### src/rtl/alu_arbiter_if.sv
// Bus bundle for alu_arbiter: two requester handshakes, ALU drive/return and the tagged response channel.
// Requester-side/environment view is the master modport; the arbiter uses the slave modport.
`ifndef ALU_CTL_WIDTH
`define ALU_CTL_WIDTH 4
`endif

interface alu_arbiter_if #(
    parameter int XLEN  = 32,
    parameter int CTL_W = `ALU_CTL_WIDTH
);
    logic             req0_valid;
    logic             req0_ready;
    logic [CTL_W-1:0] req0_ctl;
    logic [XLEN-1:0]  req0_a;
    logic [XLEN-1:0]  req0_b;
    logic             req1_valid;
    logic             req1_ready;
    logic [CTL_W-1:0] req1_ctl;
    logic [XLEN-1:0]  req1_a;
    logic [XLEN-1:0]  req1_b;
    logic [CTL_W-1:0] alu_ctl;
    logic [XLEN-1:0]  alu_a;
    logic [XLEN-1:0]  alu_b;
    logic [XLEN-1:0]  alu_res;
    logic             rsp_valid;
    logic             rsp_ready;
    logic             rsp_id;
    logic [XLEN-1:0]  rsp_data;
    logic             busy;

    modport master (
        output req0_valid, req0_ctl, req0_a, req0_b,
        output req1_valid, req1_ctl, req1_a, req1_b,
        output alu_res, rsp_ready,
        input  req0_ready, req1_ready, alu_ctl, alu_a, alu_b,
        input  rsp_valid, rsp_id, rsp_data, busy
    );

    modport slave (
        input  req0_valid, req0_ctl, req0_a, req0_b,
        input  req1_valid, req1_ctl, req1_a, req1_b,
        input  alu_res, rsp_ready,
        output req0_ready, req1_ready, alu_ctl, alu_a, alu_b,
        output rsp_valid, rsp_id, rsp_data, busy
    );
endinterface

### src/rtl/alu_arbiter.sv
// Two-requester arbiter sharing one combinational ALU; holds operands ALU_LAT cycles, returns a tagged result.
// Optional macro ALU_ARB_FIXED_PRIO_EN selects fixed priority (port 0 wins) instead of round-robin.
`ifndef ALU_CTL_WIDTH
`define ALU_CTL_WIDTH 4
`endif

module alu_arbiter #(
    parameter int XLEN    = 32,
    parameter int CTL_W   = `ALU_CTL_WIDTH,
    parameter int ALU_LAT = 1
) (
    input logic          clk,
    input logic          rst,
    alu_arbiter_if.slave bus
);
    if (ALU_LAT < 1 || ALU_LAT > 15) begin : g_lat_check
        $error("alu_arbiter: ALU_LAT must be in 1..15");
    end

    typedef enum logic [1:0] {
        IDLE = 2'd0,
        EXEC = 2'd1,
        RESP = 2'd2
    } state_t;

    localparam logic [3:0] LAT_M1 = 4'(ALU_LAT - 1);

    state_t           r_state;
    state_t           w_next_state;
    logic             r_last_grant;
    logic [3:0]       r_cnt;
    logic [CTL_W-1:0] r_alu_ctl;
    logic [XLEN-1:0]  r_alu_a;
    logic [XLEN-1:0]  r_alu_b;
    logic             r_rsp_valid;
    logic             r_rsp_id;
    logic [XLEN-1:0]  r_rsp_data;

    logic             w_any_valid;
    logic             w_grant;
    logic             w_accept;
    logic             w_rsp_hs;
    logic             w_cnt_zero;
    logic [CTL_W-1:0] w_sel_ctl;
    logic [XLEN-1:0]  w_sel_a;
    logic [XLEN-1:0]  w_sel_b;

    // Grant selection among valid requesters
    always_comb begin
        w_any_valid = bus.req0_valid | bus.req1_valid;
        w_grant     = 1'b0;
`ifdef ALU_ARB_FIXED_PRIO_EN
        if (bus.req0_valid) begin
            w_grant = 1'b0;
        end else begin
            w_grant = 1'b1;
        end
`else
        if (bus.req0_valid && bus.req1_valid) begin
            w_grant = ~r_last_grant;
        end else if (bus.req1_valid) begin
            w_grant = 1'b1;
        end else begin
            w_grant = 1'b0;
        end
`endif
    end

    assign w_accept   = (r_state == IDLE) && w_any_valid && !rst;
    assign w_rsp_hs   = r_rsp_valid && bus.rsp_ready;
    assign w_cnt_zero = (r_cnt == 4'd0);
    assign w_sel_ctl  = w_grant ? bus.req1_ctl : bus.req0_ctl;
    assign w_sel_a    = w_grant ? bus.req1_a   : bus.req0_a;
    assign w_sel_b    = w_grant ? bus.req1_b   : bus.req0_b;

    assign bus.req0_ready = w_accept && !w_grant;
    assign bus.req1_ready = w_accept &&  w_grant;
    assign bus.busy       = (r_state != IDLE);
    assign bus.alu_ctl    = r_alu_ctl;
    assign bus.alu_a      = r_alu_a;
    assign bus.alu_b      = r_alu_b;
    assign bus.rsp_valid  = r_rsp_valid;
    assign bus.rsp_id     = r_rsp_id;
    assign bus.rsp_data   = r_rsp_data;

    // State register
    always_ff @(posedge clk) begin
        if (rst) begin
            r_state <= IDLE;
        end else begin
            r_state <= w_next_state;
        end
    end

    // Next-state decode
    always_comb begin
        w_next_state = r_state;
        case (r_state)
            IDLE: begin
                if (w_accept) begin
                    w_next_state = EXEC;
                end else begin
                    w_next_state = IDLE;
                end
            end
            EXEC: begin
                if (w_cnt_zero) begin
                    w_next_state = RESP;
                end else begin
                    w_next_state = EXEC;
                end
            end
            RESP: begin
                if (w_rsp_hs) begin
                    w_next_state = IDLE;
                end else begin
                    w_next_state = RESP;
                end
            end
            default: w_next_state = IDLE;
        endcase
    end

    // Operand latch, latency countdown and response capture
    always_ff @(posedge clk) begin
        if (rst) begin
            r_last_grant <= 1'b1;
            r_cnt        <= 4'd0;
            r_alu_ctl    <= '0;
            r_alu_a      <= '0;
            r_alu_b      <= '0;
            r_rsp_valid  <= 1'b0;
            r_rsp_id     <= 1'b0;
            r_rsp_data   <= '0;
        end else begin
            case (r_state)
                IDLE: begin
                    if (w_accept) begin
                        r_alu_ctl <= w_sel_ctl;
                        r_alu_a   <= w_sel_a;
                        r_alu_b   <= w_sel_b;
                        r_rsp_id  <= w_grant;
                        r_cnt     <= LAT_M1;
`ifndef ALU_ARB_FIXED_PRIO_EN
                        r_last_grant <= w_grant;
`endif
                    end
                end
                EXEC: begin
                    // Counter reaching zero marks the last cycle the operands sit on the ALU
                    if (w_cnt_zero) begin
                        r_rsp_data  <= bus.alu_res;
                        r_rsp_valid <= 1'b1;
                    end else begin
                        r_cnt <= r_cnt - 4'd1;
                    end
                end
                RESP: begin
                    if (w_rsp_hs) begin
                        r_rsp_valid <= 1'b0;
                    end
                end
                default: begin
                    r_rsp_valid <= 1'b0;
                end
            endcase
        end
    end
endmodule

### src/flat_wrapper.sv
// flat-port wrapper written by rule: the top's interface ports become plain ports
module alu_arbiter_flat 
#(
    parameter int XLEN    = 32,
    parameter int CTL_W   = `ALU_CTL_WIDTH,
    parameter int ALU_LAT = 1
)
  (clk, rst, bus_req0_valid, bus_req0_ctl, bus_req0_a, bus_req0_b, bus_req1_valid, bus_req1_ctl, bus_req1_a, bus_req1_b, bus_alu_res, bus_rsp_ready, bus_req0_ready, bus_req1_ready, bus_alu_ctl, bus_alu_a, bus_alu_b, bus_rsp_valid, bus_rsp_id, bus_rsp_data, bus_busy);
  alu_arbiter_if #(.XLEN(XLEN), .CTL_W(CTL_W)) bus_i ();
  input logic clk;
  input logic rst;
  input wire logic [$bits(bus_i.req0_valid)-1:0] bus_req0_valid;
  input wire logic [$bits(bus_i.req0_ctl)-1:0] bus_req0_ctl;
  input wire logic [$bits(bus_i.req0_a)-1:0] bus_req0_a;
  input wire logic [$bits(bus_i.req0_b)-1:0] bus_req0_b;
  input wire logic [$bits(bus_i.req1_valid)-1:0] bus_req1_valid;
  input wire logic [$bits(bus_i.req1_ctl)-1:0] bus_req1_ctl;
  input wire logic [$bits(bus_i.req1_a)-1:0] bus_req1_a;
  input wire logic [$bits(bus_i.req1_b)-1:0] bus_req1_b;
  input wire logic [$bits(bus_i.alu_res)-1:0] bus_alu_res;
  input wire logic [$bits(bus_i.rsp_ready)-1:0] bus_rsp_ready;
  output wire logic [$bits(bus_i.req0_ready)-1:0] bus_req0_ready;
  output wire logic [$bits(bus_i.req1_ready)-1:0] bus_req1_ready;
  output wire logic [$bits(bus_i.alu_ctl)-1:0] bus_alu_ctl;
  output wire logic [$bits(bus_i.alu_a)-1:0] bus_alu_a;
  output wire logic [$bits(bus_i.alu_b)-1:0] bus_alu_b;
  output wire logic [$bits(bus_i.rsp_valid)-1:0] bus_rsp_valid;
  output wire logic [$bits(bus_i.rsp_id)-1:0] bus_rsp_id;
  output wire logic [$bits(bus_i.rsp_data)-1:0] bus_rsp_data;
  output wire logic [$bits(bus_i.busy)-1:0] bus_busy;
  assign bus_i.req0_valid = bus_req0_valid;
  assign bus_i.req0_ctl = bus_req0_ctl;
  assign bus_i.req0_a = bus_req0_a;
  assign bus_i.req0_b = bus_req0_b;
  assign bus_i.req1_valid = bus_req1_valid;
  assign bus_i.req1_ctl = bus_req1_ctl;
  assign bus_i.req1_a = bus_req1_a;
  assign bus_i.req1_b = bus_req1_b;
  assign bus_i.alu_res = bus_alu_res;
  assign bus_i.rsp_ready = bus_rsp_ready;
  assign bus_req0_ready = bus_i.req0_ready;
  assign bus_req1_ready = bus_i.req1_ready;
  assign bus_alu_ctl = bus_i.alu_ctl;
  assign bus_alu_a = bus_i.alu_a;
  assign bus_alu_b = bus_i.alu_b;
  assign bus_rsp_valid = bus_i.rsp_valid;
  assign bus_rsp_id = bus_i.rsp_id;
  assign bus_rsp_data = bus_i.rsp_data;
  assign bus_busy = bus_i.busy;
  alu_arbiter #(.XLEN(XLEN), .CTL_W(CTL_W), .ALU_LAT(ALU_LAT)) u_core (.clk(clk), .rst(rst), .bus(bus_i));
endmodule
### config.mk
export PLATFORM = sky130hd
export DESIGN_NAME = alu_arbiter_flat
export DESIGN_NICKNAME = d
export VERILOG_FILES = /design/src/rtl/alu_arbiter_if.sv /design/src/rtl/alu_arbiter.sv /design/src/flat_wrapper.sv
export SDC_FILE = /design/constraint.sdc
export NUM_CORES = 1
export LEC_CHECK = 0
export ABC_CLOCK_PERIOD_IN_PS = 3420
export CAP_MARGIN = 20
export CORE_AREA = 2 2 106 108
export DETAILED_ROUTE_END_ITERATION = 6
export DIE_AREA = 0 0 108 110
export DONT_BUFFER_PORTS = 1
export SLEW_MARGIN = 10
export SYNTH_ARGS = -nofsm -noshare
export SYNTH_HDL_FRONTEND = slang
export SYNTH_SLANG_ARGS = --single-unit
### constraint.sdc
create_clock -name clk -period 3.42 [get_ports clk]
set_input_delay 0.342 -clock clk [delete_from_list [all_inputs] [get_ports clk]]
set_output_delay 0.342 -clock clk [all_outputs]
set_load 0.01 [all_outputs]
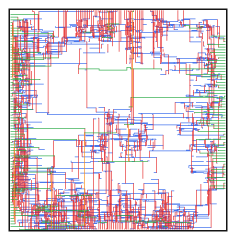
**Above:** run 1 (signal wires by layer).
Scale: 2 px per um.
legend:
  orange:
    layer: met4
    wire_length: 215 um
  green:
    layer: met3
    wire_length: 1340 um
  red:
    layer: met2
    wire_length: 5270 um
  blue:
    layer: met1
    wire_length: 4330 um
total wire length: 11.2 mm
vias: 3391
Avg WL per Cell: 20.2 um
GRT Total Usage: 17.1%

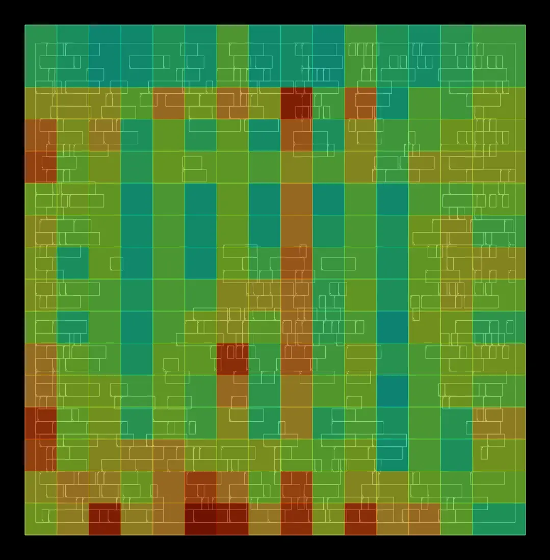
**Above:** run 1 (routing congestion).
Layout Utilization: 40.3%
met2 Use GR: 28.4%

==> impl_metrics.py, run 1 <==
# Physical implementation metrics
metrics = {
    "clock_network": {
        "clock-sinks": 109,
        "cts_tree": "yes",
        "numCtsBuffers": 9,
        "clk_pin_slew_ns": 0.11,
    },
    "final_timing": {
        "setup_viol": 0,
        "fin_crit_sh_pct": 69.1,
        "drv_slew": 0,
        "min_period_ns": 2.36,
        "worst_slack_ns": 1.06,
        "hold_ws_ns": 0.0426,
        "slew_headroom_pct": 48.7,
    },
    "finish": {
        "layout.non_clock_buffers": 8,
        "final_common_cell": "dfxtp_1",
        "sh_seq_area_pct": 50.6,
        "seq_area_um2": 2180,
        "nMultiInputCombCells": 273,
        "stdcell_count": 551,
        "layout-drive-gt1-share_pct": 7.30,
        "comb_share_pct": 38.0,
        "area_growth_pct": 8.00,
        "final_area_um2": 4310,
        "diodes": 0,
        "largest_class": "flip-flops and latches",
        "clk_share_pct": 5.31,
        "buffer_area_share_pct": 1.51,
    },
    "routing": {
        "antenna_left": 0,
        "viasPerCell": 6.15,
    },
    "die": {
        "num_rows": 38,
        "die-width_um": 108,
        "fp_util_pct": 37.3,
        "tap_cells": 140,
    },
    "placement": {
        "post_dp_cell_area_um2": 4060,
        "preCtsSetupSlack_ns": 1.33,
        "place_congestion": 0.815,
    },
    "synth": {
        "syn_inst": 428,
        "ys_seq_elements": 109,
        "top_area_cell": "dfxtp_1",
        "ys_warn_count": 0,
        "ys_sh_aoi_pct": 24.2,
        "synth.net_count": 603,
        "synth_area_um2": 3990,
        "postSynthSeqShare_pct": 54.7,
        "ys_sh_mux_pct": 0,
        "ys_async_sr_fraction_pct": 0,
        "synth.cellmix.xorXnorShare_pct": 0,
    },
    "min_path": {
        "hold_end": "u_core.bus.alu_a[0]$_SDFFE_PP0P_",
        "holdPathStages": 1,
        "hp-class": "input port to flop",
    },
    "global_routing": {
        "grt_pass1_wl_mm": 15.9,
        "grt-ovfl-total": 0,
        "antenna_found_initial": 0,
    },
    "power": {
        "pwr_density_cell_nw_per_um2": 692,
        "switching_power_uw": 938,
        "pg_comb_uw": 506,
        "power_leader": "sequential cells",
        "p_int_uw": 2040,
        "power.leakage_uw": 0.00153,
        "seq-power_uw": 1600,
    },
    "setup_path": {
        "rr_worst_depth": 5,
        "rr_endpoint": "u_core.bus.alu_a[16]$_SDFFE_PP0P_",
        "startpoint_type": "flop",
        "worstPathArrival_ns": 2.02,
        "crit_required_ns": 3.08,
        "startpoint": "u_core.r_state[1]$_SDFF_PP0_",
        "cp-endpoint": "bus_req0_ready",
        "r2r_start": "u_core.r_state[1]$_SDFF_PP0_",
    },
    "flow_run": {
        "warnings": 29,
    },
    "run_status": {
        "status": "complete, no violations",
    },
}
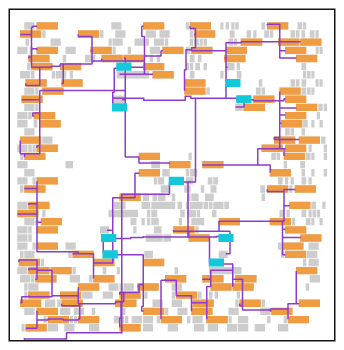
**Above:** run 1 (routed clock nets over the placement).
Scale: 3 px per um.
legend:
  orange:
    item: flip-flops
    count: 109
  cyan:
    item: cells driving clock nets
    count: 9
  purple:
    item: clock wires
    length: 1240 um
flops lie: widely spread
Setup Skew: 0.0120 ns
clock latency on the worst-skew pair: 0.36 ns
P_clk: 873 uW
clock network fraction of design power: 29.3%

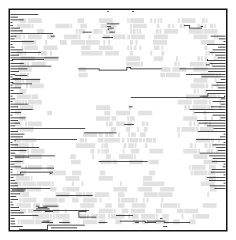
**Above:** run 1 (signal wires on met3).
Scale: 2 px per um. Cells faint in the background.
share of all routed wire: 12%
nets with wire on the layer: 167
wire length on this layer: 1340 um
met3 Track Usage GR: 7.23%

[run 1: routing by layer]
layer	vias up	share of wire, %
met2	234	47
li1	1545	-
met5	-	0
met1	1598	39
met4	0	1.9
met3	14	12
[run 1: state kept, by name, indices dropped and copies added (netlist names)]
register	flops
u_core.bus.alu_a	32
u_core.bus.alu_b	32
u_core.bus.rsp_data	32
u_core.bus.alu_ctl	4
u_core.r_cnt	4
u_core.r_state	2
u_core.bus.rsp_id	1
u_core.bus.rsp_valid	1
u_core.r_last_grant	1
[run 1: critical path: stages, from the launching register on]
cell and delay (ns):
dfxtp_1 0.38, or2_0 0.39, a2111oi_4 0.25, buf_4 0.61
**Run 1: sequential cells colored by netlist name**

Scale: 2 px per um.
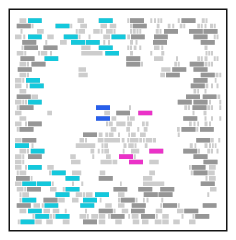

--- run 2 (diff from run 1) ---
--- a/config.mk
+++ b/config.mk
@@ -5,7 +5,7 @@
 export SDC_FILE = /design/constraint.sdc
 export NUM_CORES = 1
 export LEC_CHECK = 0
-export ABC_CLOCK_PERIOD_IN_PS = 3420
+export ABC_CLOCK_PERIOD_IN_PS = 2300
 export CAP_MARGIN = 20
 export CORE_AREA = 2 2 106 108
 export DETAILED_ROUTE_END_ITERATION = 6
==> constraint.sdc (replaced) <==
create_clock -name clk -period 2.3 [get_ports clk]
set_input_delay 0.23 -clock clk [delete_from_list [all_inputs] [get_ports clk]]
set_output_delay 0.23 -clock clk [all_outputs]
set_load 0.01 [all_outputs]
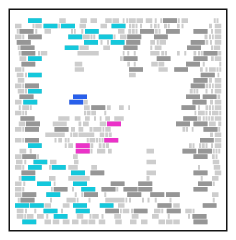
**Above:** run 2 (sequential cells colored by netlist name).
Scale: 2 px per um.
legend:
  blue:
    name_in_the_netlist: u_core.r_state
    sequential_cells: 2
  cyan:
    name_in_the_netlist: u_core.bus.alu_b
    sequential_cells: 32
  magenta:
    name_in_the_netlist: u_core.r_cnt
    sequential_cells: 4
    where: middle
not colored: 71
sequential portion of the cell area: 47.1%
register area: 2180 um2
Seq group: 2380 uW
Layout Utilization: 43.3%

==> run 2 against run 1 <==
The run now ends with design-rule violations left; area after synthesis is the same; utilization increased by 3.1 points; global-route usage is 0.54 points higher; power grew 52%; routed wire length grew 3.1%; critical path type unchanged; critical endpoint unchanged; largest power group unchanged.
==> impl_metrics.py, run 2 <==
# Physical implementation metrics
metrics = {
    "routing": {
        "via_count": 3523,
        "viasPerCell": 6.06,
        "wl_mm": 11.5,
        "first_iter_violations": 469,
        "wl_met1_mm": 4.44,
        "wire_per_inst_um": 19.8,
        "drtPass1Iterations": 7,
        "wl_met3_mm": 1.25,
        "top_layer_used": "met4",
        "route.detailed.drc": 19,
        "antenna_left": 0,
        "dr_wl_met2_mm": 5.46,
    },
    "final_timing": {
        "setup_viol": 0,
        "fin_crit_sh_pct": 88.7,
        "final.setup.tns_ns": 0,
        "min_period_ns": 2.04,
        "drv_slew": 0,
        "max_clock_freq_ghz": 0.490,
        "slew_headroom_pct": 61.5,
        "hold_viol_final": 0,
        "clock_skew_ns": 0.0153,
    },
    "synth": {
        "ys_sh_aoi_pct": 24.2,
        "common_cells": "109 x dfxtp_1, 74 x nor2_1, 70 x nand2_1",
        "yosysMostFrequentCell": "dfxtp_1",
        "ys_chip_area_um2": 3990,
        "yosysUniqueCellTypes": 32,
        "yosysCellCount": 428,
        "ff_type": "dfxtp_1",
        "ys_sh_mux_pct": 0,
        "simple_gate_share_pct": 15.9,
        "synth.net_count": 603,
        "syn_inst": 428,
        "yosys.area_share.adder_pct": 0.627,
        "synth_area_um2": 3990,
        "synth.avg_cell_area_um2": 9.32,
        "synth.cellmix.xorXnorShare_pct": 0,
        "top_area_cell": "dfxtp_1",
        "ys_seq_elements": 109,
        "ys_warn_count": 0,
        "postSynthSeqShare_pct": 54.7,
        "ys_async_sr_fraction_pct": 0,
        "enable_flop_cells": 0,
        "yosysTopAreaCellShare_pct": 54.7,
        "synthTopCellsByArea": "dfxtp_1 55%, a222oi_1 17%, nor2_1 7.0%",
    },
    "setup_path": {
        "cp_num_buf_inv": 1,
        "crit_path_cell_trace": "or2_0 > a2111oi_4 > buf_12",
        "startpoint_type": "flop",
        "rr_endpoint": "u_core.r_cnt[3]$_SDFFE_PP0P_",
        "slowest_stage": "or2_0",
        "cp-endpoint": "bus_req0_ready",
        "rrSetupSlack_ns": 0.39,
        "path_class": "flop to primary output",
        "critPathMaxStageDelay_ns": 0.40,
        "rr_worst_depth": 4,
        "startpoint": "u_core.r_state[1]$_SDFF_PP0_",
        "worstPathArrival_ns": 1.81,
        "cp.depth": 3,
        "crit_required_ns": 2.07,
        "r2r_start": "u_core.r_state[1]$_SDFF_PP0_",
        "critPathTopFamily": "simple AND/OR/NAND/NOR gates",
        "crit_fanout": 70,
    },
    "power": {
        "pwr_density_cell_nw_per_um2": 974,
        "powerClk_uw": 1290,
        "swShare_pct": 31.7,
        "switching_power_uw": 1430,
        "pg_comb_uw": 847,
        "p_seq_share_pct": 52.8,
        "power_leader": "sequential cells",
        "p_int_uw": 3090,
        "p_clk_share_pct": 28.5,
        "power.leakage_uw": 0.00166,
        "ir_drop_uv": 401,
        "power_frac_comb_pct": 18.8,
    },
    "placement": {
        "dp_cells": 534,
        "place_congestion": 0.800,
        "port_buffers": 0,
        "dp_hpwl_mm": 7.57,
    },
    "finish": {
        "logic_area_um2": 1640,
        "fill_cells": 1031,
        "layout.non_clock_buffers": 38,
        "area_growth_pct": 16.2,
        "largest_class": "flip-flops and latches",
        "layout-drive-gt1-share_pct": 7.26,
        "clk_share_pct": 4.91,
        "comb_share_pct": 35.4,
        "buffer_area_share_pct": 8.48,
        "nMultiInputCombCells": 273,
        "stdcell_count": 581,
        "diodes": 0,
        "layout.nets": 611,
        "inverters": 5,
        "final_common_cell": "dfxtp_1",
        "seq_cells": 109,
    },
    "clock_network": {
        "numCtsBuffers": 9,
        "cts_max_path_buffers": 2,
        "clockRootBuffer": "clkbuf_8",
        "clk_latency_ns": 0.37,
        "htreeDepth": 3,
        "cts_tree": "yes",
        "ctsResizeCount": 0,
        "clk_pin_slew_ns": 0.11,
        "hold_buffers": 31,
        "clock-sinks": 109,
        "post_cts_buffers": 0,
    },
    "min_path": {
        "min-delay-start": "bus_req1_b[29]",
        "holdPathStages": 2,
        "hp-class": "input port to flop",
        "hold_end": "u_core.bus.alu_b[29]$_SDFFE_PP0P_",
    },
    "global_routing": {
        "grtUsageMet3_pct": 6.11,
        "top_usage_layer": "met2",
        "grt_pass1_vias": 3351,
        "grt-ovfl-total": 0,
        "use_met1_pct": 20.4,
        "grt_max_degree": 108,
        "antenna_found_initial": 0,
        "met2_usage_pct": 29.3,
        "grt_pass1_wl_mm": 16.2,
        "grtUsageTotal_pct": 17.7,
    },
    "run_status": {
        "status": "complete, but fails checks",
        "violations": "design-rule violations",
    },
    "die": {
        "core_um2": 10700,
        "num_rows": 38,
        "fp_util_pct": 37.3,
        "die_area_um2": 11900,
        "die-width_um": 108,
        "pin_count": 278,
        "tap_cells": 140,
    },
    "flow_run": {
        "warnings": 29,
        "max-cap-violations": 0,
    },
}
run 2: netlist changes by cell type in the layout (fill, tap and decap cells not counted):
cell,delta
dlygate4sd3_1,+28
buf_12,+1
buf_16,+1
clkinv_2,+1
clkinv_4,-1
inv_6,-1
inv_8,+1
run 2: stage by stage:
stage / hold WS (ns) / setup WS, ns / power (uW) / area (um2)
final: 0.0240 / 0.260 / 4520 / 4640
after global routing: 0.00987 / 0.125 / 4780 / 4640
after CTS: 0.00487 / 0.238 / 4570 / 4640
after detailed placement: 0.313 / 0.402 / 3200 / 4080
after global placement: 0.311 / 0.454 / 3160 / 4080
after floorplan: 0.366 / 0.553 / 3020 / 3990
Power is estimated from default activity; no workload was simulated.
